Fig. 1: run 1, PDN straps and rails
Scale bar: 50 µm. Pins as bars on the die edge.
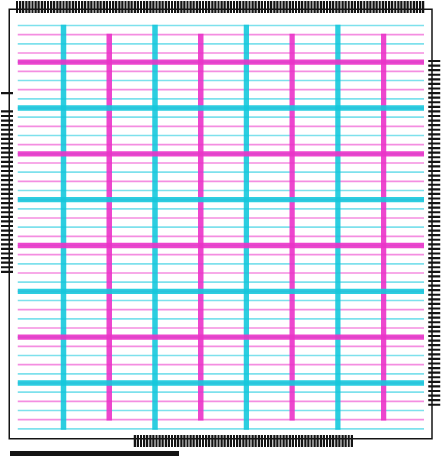
Fig. 2: run 1, placed cells, one color a class
Scale bar: 50 µm.
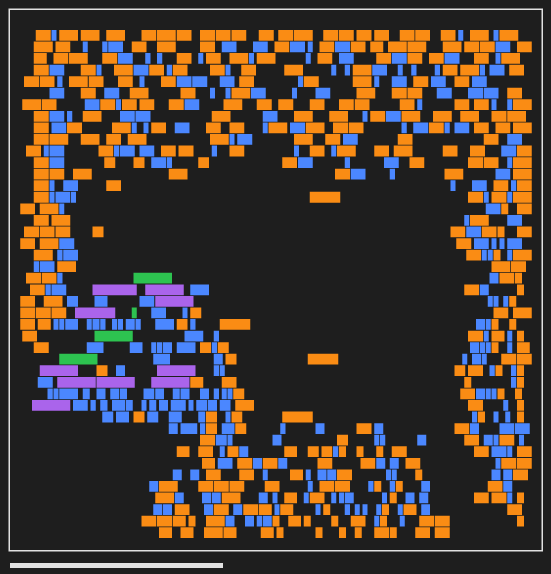
Fig. 3: run 1, clock distribution
Scale bar: 50 µm.
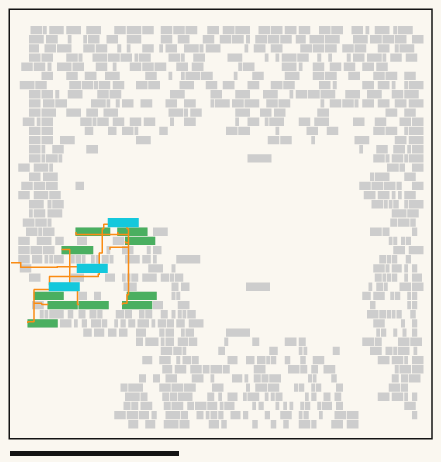
$ cat config.mk
export PLATFORM = sky130hd
export DESIGN_NAME = lb_arb2
export DESIGN_NICKNAME = d
export VERILOG_FILES = /design/src/rtl/lb_arb2.sv
export SDC_FILE = /design/constraint.sdc
export NUM_CORES = 1
export LEC_CHECK = 0
export CORE_AREA = 2 2 123 125
export CTS_CLUSTER_DIAMETER = 50
export DETAILED_ROUTE_END_ITERATION = 8
export DIE_AREA = 0 0 125 127
export SLEW_MARGIN = 40
export SYNTH_ARGS = -nofsm -noshare
export SYNTH_HDL_FRONTEND = slang
export SYNTH_SLANG_ARGS = --single-unit
$ cat constraint.sdc
create_clock -name clk -period 2.6 [get_ports clk]
set_clock_uncertainty 0.15 [all_clocks]
set_input_delay 0.39 -clock clk [delete_from_list [all_inputs] [get_ports clk]]
set_output_delay 0.39 -clock clk [all_outputs]
set_load 0.02 [all_outputs]
$ cat src/rtl/lb_arb2.sv
// Two-master round-robin arbiter for the register-map local bus.
// One transaction reaches the slave at a time; a response timeout completes stalled transfers.
module lb_arb2 #(
    parameter int                ADDR_W      = 16,
    parameter int                DATA_W      = 32,
    parameter int                TIMEOUT_CYC = 64,
    parameter logic [DATA_W-1:0] ERR_DATA    = DATA_W'(32'hDEADBEEF),
    localparam int               STRB_W      = DATA_W / 8
) (
    input  logic              clk,
    input  logic              rst,
    // master 0
    input  logic [ADDR_W-1:0] m0_waddr,
    input  logic [DATA_W-1:0] m0_wdata,
    input  logic [STRB_W-1:0] m0_wstrb,
    input  logic              m0_wen,
    output logic              m0_wready,
    input  logic [ADDR_W-1:0] m0_raddr,
    input  logic              m0_ren,
    output logic [DATA_W-1:0] m0_rdata,
    output logic              m0_rvalid,
    // master 1
    input  logic [ADDR_W-1:0] m1_waddr,
    input  logic [DATA_W-1:0] m1_wdata,
    input  logic [STRB_W-1:0] m1_wstrb,
    input  logic              m1_wen,
    output logic              m1_wready,
    input  logic [ADDR_W-1:0] m1_raddr,
    input  logic              m1_ren,
    output logic [DATA_W-1:0] m1_rdata,
    output logic              m1_rvalid,
    // slave
    output logic [ADDR_W-1:0] lb_waddr,
    output logic [DATA_W-1:0] lb_wdata,
    output logic [STRB_W-1:0] lb_wstrb,
    output logic              lb_wen,
    input  logic              lb_wready,
    output logic [ADDR_W-1:0] lb_raddr,
    output logic              lb_ren,
    input  logic [DATA_W-1:0] lb_rdata,
    input  logic              lb_rvalid,
    // status
    output logic              err,
    output logic              busy
);

    localparam int TW = (TIMEOUT_CYC > 1) ? $clog2(TIMEOUT_CYC) : 1;

    typedef enum logic [1:0] {S_IDLE, S_WRITE, S_READ} state_e;

    state_e          state_q, state_d;
    logic            gnt_q, gnt_d;
    logic            last_q, last_d;
    logic [TW-1:0]   tcnt_q, tcnt_d;

    logic              req0, req1, pick, pick_wen, tmo_cyc;
    logic              wr_ack, rd_ack;
    logic [DATA_W-1:0] rd_data;
    logic [ADDR_W-1:0] g_waddr, g_raddr;
    logic [DATA_W-1:0] g_wdata;
    logic [STRB_W-1:0] g_wstrb;

    assign req0     = m0_wen | m0_ren;
    assign req1     = m1_wen | m1_ren;
    // On a tie the master that was not granted last wins.
    assign pick     = (req0 & req1) ? ~last_q : req1;
    assign pick_wen = pick ? m1_wen : m0_wen;
    assign tmo_cyc  = (tcnt_q == TW'(TIMEOUT_CYC - 1));

    assign g_waddr = gnt_q ? m1_waddr : m0_waddr;
    assign g_wdata = gnt_q ? m1_wdata : m0_wdata;
    assign g_wstrb = gnt_q ? m1_wstrb : m0_wstrb;
    assign g_raddr = gnt_q ? m1_raddr : m0_raddr;

    // NOTE: sequential state uses non-blocking assignments so every register samples pre-edge values.
    always_ff @(posedge clk or negedge rst) begin
        if (!rst) begin
            state_q <= S_IDLE;
            gnt_q   <= 1'b0;
            last_q  <= 1'b1;
            tcnt_q  <= '0;
        end else begin
            state_q <= state_d;
            gnt_q   <= gnt_d;
            last_q  <= last_d;
            tcnt_q  <= tcnt_d;
        end
    end

    // NOTE: every output of this block gets a default first, so no path can infer a latch.
    always_comb begin
        state_d  = state_q;
        gnt_d    = gnt_q;
        last_d   = last_q;
        tcnt_d   = tcnt_q;
        lb_waddr = '0;
        lb_wdata = '0;
        lb_wstrb = '0;
        lb_wen   = 1'b0;
        lb_raddr = '0;
        lb_ren   = 1'b0;
        wr_ack   = 1'b0;
        rd_ack   = 1'b0;
        rd_data  = '0;
        err      = 1'b0;
        busy     = 1'b0;

        case (state_q)
            S_IDLE: begin
                if (req0 | req1) begin
                    gnt_d   = pick;
                    last_d  = pick;
                    tcnt_d  = '0;
                    state_d = pick_wen ? S_WRITE : S_READ;
                end
            end
            S_WRITE: begin
                busy     = 1'b1;
                lb_waddr = g_waddr;
                lb_wdata = g_wdata;
                lb_wstrb = g_wstrb;
                lb_wen   = ~(tmo_cyc & ~lb_wready);
                err      = tmo_cyc & ~lb_wready;
                wr_ack   = lb_wready | tmo_cyc;
                if (wr_ack) state_d = S_IDLE;
                else        tcnt_d  = tcnt_q + TW'(1);
            end
            S_READ: begin
                busy     = 1'b1;
                lb_raddr = g_raddr;
                lb_ren   = ~(tmo_cyc & ~lb_rvalid);
                err      = tmo_cyc & ~lb_rvalid;
                rd_ack   = lb_rvalid | tmo_cyc;
                rd_data  = lb_rvalid ? lb_rdata : ERR_DATA;
                if (rd_ack) state_d = S_IDLE;
                else        tcnt_d  = tcnt_q + TW'(1);
            end
            default: state_d = S_IDLE;
        endcase
    end

    assign m0_wready = wr_ack & ~gnt_q;
    assign m1_wready = wr_ack &  gnt_q;
    assign m0_rvalid = rd_ack & ~gnt_q;
    assign m1_rvalid = rd_ack &  gnt_q;
    assign m0_rdata  = (rd_ack & ~gnt_q) ? rd_data : '0;
    assign m1_rdata  = (rd_ack &  gnt_q) ? rd_data : '0;

endmodule

==> qor.yml, run 1 <==
synthXorXnorAreaFrac_pct: 0
post_dp_cell_area_um2: 5720
power_leakage_uw: 0.00375
ys_top_cells_by_area: "mux2i_1, nor2_1, dfrtp_1"
fp_nets: 514
yosysSeqAreaShare_pct: 11.4
ys_area_um2: 2210
internal-power_uw: 2040
place_ws_ns: -0.0339
diodes: 0
setup_viol: 0
critPathLaunchType: "flop"
hold_ws_ns: 0.330
r2r_start: "tcnt_q[0]"
compound_area_share_pct: 6.90
hp-class: "in -> async"
numSynthFlops: 10
synth.cellmix.simpleShare_pct: 39.2
drc: 0
outcome: "complete, no violations"
power-per-cell-area_nw_per_um2: 693
total_power_uw: 3990
grt_pass1_vias: 3387
holdBufCountCts: 0
crit_family: "buffers and inverters"
p_seq_share_pct: 7.4
finalClockPeriodUsage_pct: 95.1
hold_violations: 0
worstPathRequired_ns: 2.06
met3_usage_pct: 2.01
grt-busiest-layer: "met2"
max_slew_margin_pct: 67.0
p_sw_uw: 1950
cts-root-buf: "clkbuf_16"
dieArea_um2: 15900
gr-usage-met2_pct: 27.2
rsz0062_at_grt: "no"
hpwl_mm: 10.7
edf_count: 0
grt_pass1_wl_mm: 18.7
slowest_delay_ns: 0.37
r2r-end: "tcnt_q[1]"
worst_pin_slew_ns: 0.491
wl_per_cell_um: 15.0
cts_inserted_buffers: 3
crit_path_cell_trace: "inv_1, ha_1, buf_4, nand2_1, buf_4, nor2_1, buf_4, and2_1, dlygate4sd2_1"
critPathMaxFanout: 8
grt.met1_usage_pct: 17.8
syn_area_per_cell_um2: 6.64
worstRegToRegCells: 7
synth.logic.top_family: "simple AND/OR/NAND/NOR gates"
grt.total_usage_pct: 14.3
initCoreUtil_pct: 15.3
worst_slack_ns: 0.127
async_flop_share_pct: 100
first_pass_iters: 4
syn2layout_area_growth_pct: 160
ff_type: "dfrtp_1"
final_cell_mix: "clkdlybuf4s50_1, nor2_1, mux2i_1, dlymetal6s2s_1, clkbuf_2"
clk_pin_slew_worst_paths_ns: 0.04
clockBufferDepth: 2
ios: 316
htree_levels: 1
fmax_mhz: 404
routed_wl_mm: 12.6
port_buffers: 315
ys_cells: 333
final_cells: 839
dp_cells: 834
fin_crit_ns: 2.47
postSynthCellCount: 333
cts_tree: "yes"
yosysUniqueCellTypes: 38
common_cells: "nor2_1, mux2i_1, nor2b_1"
finalSetupTns_ns: 0
cp.arrival_ns: 1.93
cp-end-kind: "output port"
fin_nets: 837
place_congestion: 0.865
fa_ha_area_share_pct: 2.83
finalMaxSlewViolations: 0
overflow: 0
max-cap-violations: 0
first_iter_violations: 103
post_drt_via_cell_ratio: 4.09
ant_nets: 0
clock_sinks: 10
ys_sh_mux_pct: 33.1
grt_max_degree: 49
worstSetupPathType: "reg -> out"
yosys.cell_count.top_type: "nor2_1"
num_rows: 44
-- Fig. 1 (at the start) --
legend:
  magenta:
    net: VDD
  cyan:
    net: VSS
met4 straps: 8
met5 straps: 8
core area: 14400 µm²
die width: 125 µm
die height: 127 µm
VDD IR max: 0.000478 V

-- Fig. 2 (at the start) --
legend:
  blue:
    class: combinational and other logic
    cells: 301
  purple:
    class: flops
    cells: 10
  orange:
    class: other buffers and delay cells
    cells: 340
  green:
    class: clock drivers and dummy loads
    cells: 4
Util after Layout: 39.9%
Design Area, Final: 5760 µm²

-- Fig. 3 (at the start) --
legend:
  cyan:
    item: clock drivers
    count: 3
  orange:
    item: clock wires
    length: 155 µm
  green:
    item: flip-flops
    count: 10
routed clock nets: 4
Clock power frac: 6.9%
P_clk: 276 µW
Late-Pin Clk Latency: 0.24 ns

run 1: flip-flops by register name (all words and copies together), names as in the netlist:
register	cells
last_q	1
gnt_q	1
tcnt_q	6
state_q	2
run 1: cells by family (layout without fill, tap and decap cells):
kind of cell | after synthesis | after routing
AOI/OAI and AO/OA | 20 | 20
adders and majority gates | 5 | 5
buffers and inverters | 33 | 355
DFF | 10 | 10
muxes | 73 | 73
and+or+nand+nor | 192 | 192
run 1: how the worst max path moves through the flow:
| stage | from | end | cells after the start |
|---|---|---|---|
| floorplan | state_q[0] | m0_rdata[18] | 8 |
| global placement | lb_rvalid | m1_rdata[26] | 7 |
| detailed placement | lb_rvalid | m0_rdata[28] | 7 |
| CTS | state_q[1] | lb_waddr[14] | 6 |
| global route | state_q[0] | m0_rdata[9] | 8 |
| finish | state_q[0] | m0_rdata[20] | 9 |
run 1: repair_timing:
item	CTS	global route
gates resized	68	156
endpoints found under the setup margin	70	117
setup buffers	0	1
run 1: power by group through the flow:
stage	combinational, µW	clock, µW	sequential (µW)
floorplan	1970	0	242
finish	3420	276	295
global route	3660	298	309
CTS	3540	280	297
detailed placement	3610	0	299
global placement	3580	0	296
run 1: cell type report:
cell class,instances,area (µm²)
Clock buffer,4,78.8
Fill cell,1496,8660
Inverter,11,41.3
Multi-Input combinational cell,290,1820
Sequential cell,10,255
Tap cell,184,230
Timing Repair Buffer,340,3340
run 1: layer usage:
layer / vias to the layer above / wire length [µm]
li1: 1748 / -
met1: 1553 / 5230
met2: 127 / 6720
met3: 4 / 606
met4: 0 / 52
met5: - / 0
run 1: worst register-to-register path, cell delays in order (launching register included):
cell     delay [ns]
dfrtp_1        0.40
ha_1           0.23
nand2_1        0.19
o21ai_2        0.12
buf_4          0.14
buf_4          0.13
nor3_1         0.44
mux2i_1        0.24
Fig. 4: run 1, routed metal, one color a layer
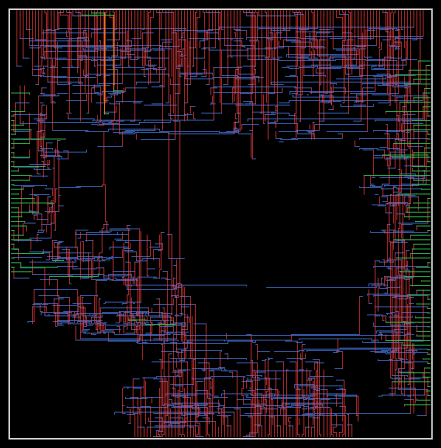

==> run 1 -> run 2 <==
--- a/config.mk
+++ b/config.mk
@@ -9,6 +9,7 @@
 export CTS_CLUSTER_DIAMETER = 50
 export DETAILED_ROUTE_END_ITERATION = 8
 export DIE_AREA = 0 0 125 127
+export RECOVER_POWER = 100
 export SLEW_MARGIN = 40
 export SYNTH_ARGS = -nofsm -noshare
 export SYNTH_HDL_FRONTEND = slang
Fig. 5: run 2, routed metal, one color a layer
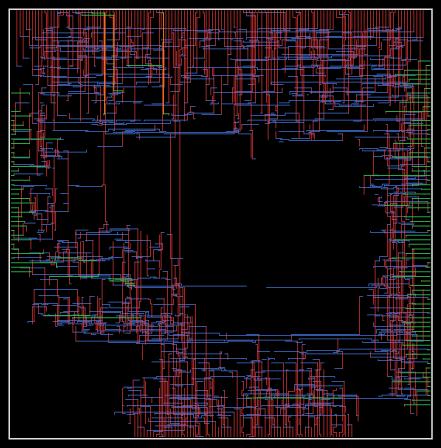
legend:
  green:
    layer: metal 3
    wire_length: 714 µm
  orange:
    layer: metal 4
    wire_length: 82.3 µm
  red:
    layer: metal 2
    wire_length: 6680 µm
  blue:
    layer: metal 1
    wire_length: 5250 µm
Wirelength per Cell: 15.2 µm
via count: 3455
Detailed Route WL: 12.7 mm

Fig. 6: run 2, PDN straps and rails
Scale bar: 50 µm. Pins as bars on the die edge.
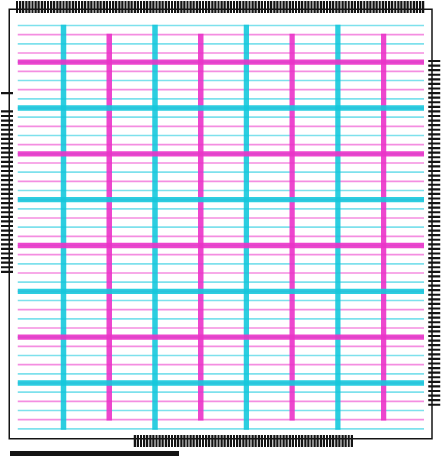
legend:
  cyan:
    net: VSS
  magenta:
    net: VDD
rows: 44
signal pins: 316
met5 straps: 8
met4 straps: 8
VDD IR max: 0.000474 V

==> run 2 against run 1 <==
Global-route usage stayed put. Largest cell class unchanged. Sequential power hardly changed. Die area stayed put. Synthesized cell count stayed put.
==> qor.yml, run 2 <==
dieArea_um2: 15900  # unchanged
post_dp_cell_area_um2: 5720  # unchanged
finalMaxSlewViolations: 0  # unchanged
core_region_area_um2: 14400  # unchanged
pwr-share-clk_pct: 7.6  # was 6.9%
nFillCells: 1645  # was 1496
stdcell_area_um2: 5080  # was 5760 µm²
fin_util_pct: 35.3  # was 39.9%
grt.total_usage_pct: 14.3  # unchanged
syn2layout_area_growth_pct: 130  # was 160%
port_buffers: 315  # unchanged
hp-class: "reg -> reg"  # was in -> async
largest_register_ffs: 6  # unchanged
max_slew_margin_pct: 66.8  # was 67.0%
pg_clk_uw: 276  # about the same
final_cell_mix: "clkdlybuf4s50_1, nor2_1, clkbuf_1, mux2i_1, nor2b_1"  # was clkdlybuf4s50_1, nor2_1, mux2i_1, dlymetal6s2s_1, clkbuf_2
hold_ws_ns: 0.370  # was 0.330 ns
overflow: 0  # unchanged
dieHeight_um: 127  # unchanged
diodes: 0  # unchanged
slowest_delay_ns: 0.37  # about the same
htree_levels: 1  # unchanged
worstSetupPathType: "reg -> out"  # unchanged
first_pass_iters: 4  # unchanged
grt_max_degree: 49  # unchanged
cp_num_cells: 9  # unchanged
hold_violations: 0  # unchanged
syn_area_per_cell_um2: 6.64  # unchanged
dp_cells: 834  # unchanged
finalClockPeriodUsage_pct: 95.6  # was 95.1%
power_leakage_uw: 0.00229  # was 0.00375 µW
edf_count: 0  # unchanged
fin_crit_ns: 2.49  # was 2.47 ns
yosysUniqueCellTypes: 38  # unchanged
numSynthFlops: 10  # unchanged
critPathMaxFanout: 8  # unchanged
clock_sinks: 10  # unchanged
grt_pass1_wl_mm: 18.7  # unchanged
p_sw_uw: 1970  # was 1950 µW
yosys.cell_count.top_type: "nor2_1"  # unchanged
crit_path_cell_trace: "inv_1, ha_1, clkbuf_4, nand2_1, clkbuf_4, nor2_1, buf_4, and2_1, dlygate4sd2_1"  # was inv_1, ha_1, buf_4, nand2_1, buf_4, nor2_1, buf_4, and2_1, dlygate4sd2_1
yosysSeqAreaShare_pct: 11.4  # unchanged
cts_inserted_buffers: 3  # unchanged
ys_cells: 333  # unchanged
clk_pin_slew_worst_paths_ns: 0.04  # about the same
outcome: "complete, no violations"  # unchanged
place_congestion: 0.865  # unchanged
fin_nets: 837  # unchanged
async_flop_share_pct: 100  # unchanged
cp.arrival_ns: 1.95  # was 1.93 ns
ios: 316  # unchanged
total_power_uw: 3620  # was 3990 µW
clock_latency_ns: 0.24  # about the same
die_w_um: 125  # unchanged
top_regs: "tcnt_q (6), state_q (2)"  # unchanged
p_seq_share_pct: 8.1  # was 7.4%
grt_pass1_vias: 3387  # unchanged
clockBufferDepth: 2  # unchanged
worstRegToRegCells: 9  # was 7
ff_type: "dfrtp_1"  # unchanged
Fig. 7: run 2, placed cells, one color a class
Scale bar: 50 µm.
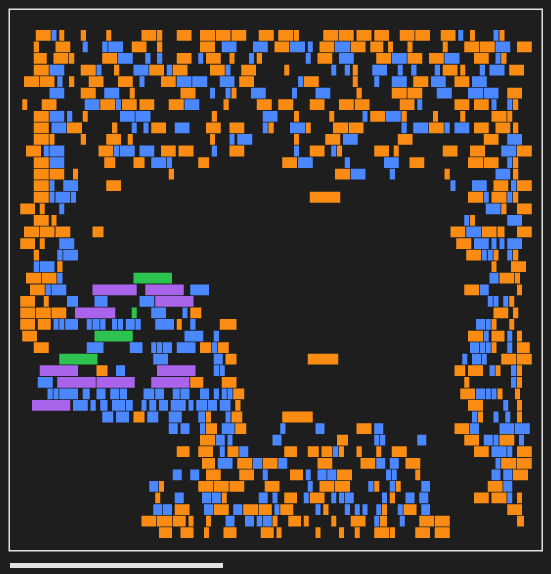
legend:
  green:
    class: clock drivers and dummy loads
    cells: 4
  blue:
    class: combinational and other logic
    cells: 301
  orange:
    class: other buffers and delay cells
    cells: 340
  purple:
    class: flops
    cells: 10
Placement Rows: 44
flop share of the area: 5.02%

-- run 2: cells by family (layout without fill, tap and decap cells) --
logic type               count (synthesis)  in the layout  synth area share (%)
AND-OR/OR-AND                           20             20                  6.91
flip-flops                              10             10                  11.4
adder cells (fa/ha/maj)                  5              5                  2.83
multiplexers                            73             73                  33.1
buffers and inverters                   33            355                  6.56
AND/OR/NAND/NOR                        192            192                  39.2
-- run 2: metrics by stage --
step           TNS [ns]  worst slack [ns]
6_report              0             0.115
5_1_grt               0           0.00372
4_1_cts               0           0.00844
3_5_place_dp     -0.523           -0.0339
3_3_place_gp     -0.472           -0.0514
2_1_floorplan         0             0.390
-- run 2: worst paths after layout --
check | startpoint | endpoint | slack [ns]
min | tcnt_q[0] | tcnt_q[0] | 0.37
max reg2reg | state_q[0] | tcnt_q[1] | 0.50
max | state_q[0] | m0_rdata[20] | 0.11
max in group asynchronous | rst | gnt_q | 1.54
min in group asynchronous | rst | tcnt_q[4] | 0.40
min reg2reg | tcnt_q[0] | tcnt_q[0] | 0.37
-- run 2: layer usage --
metal / vias up / global-route usage, % / wire length, µm
li1: 1747 / - / -
met1: 1558 / 17.8 / 5250
met2: 144 / 27.2 / 6680
met3: 6 / 2.01 / 714
met4: 0 / 1.31 / 82
met5: - / 0 / 0
-- run 2: timing repair --
| item | 4_1_cts | 5_1_grt |
|---|---|---|
| setup endpoints to repair | 70 | 117 |
| cloned | 0 | 0 |
| gates resized | 68 | 156 |
| endpoints found under the hold margin | 0 | 0 |
| setup buffers | 0 | 1 |
| hold buffers | 0 | 0 |
-- run 2: layout make-up --
class                      instances  area (µm²)  area share [%]
multi-input combinational        290        1810            35.6
sequential                        10         255            5.02
inverter                          11        41.3           0.812
clock buffer                       4        78.8            1.55
timing repair buffer             340        2670            52.5
tap                              184         230            4.53
Power and IR drop assume default switching activity.
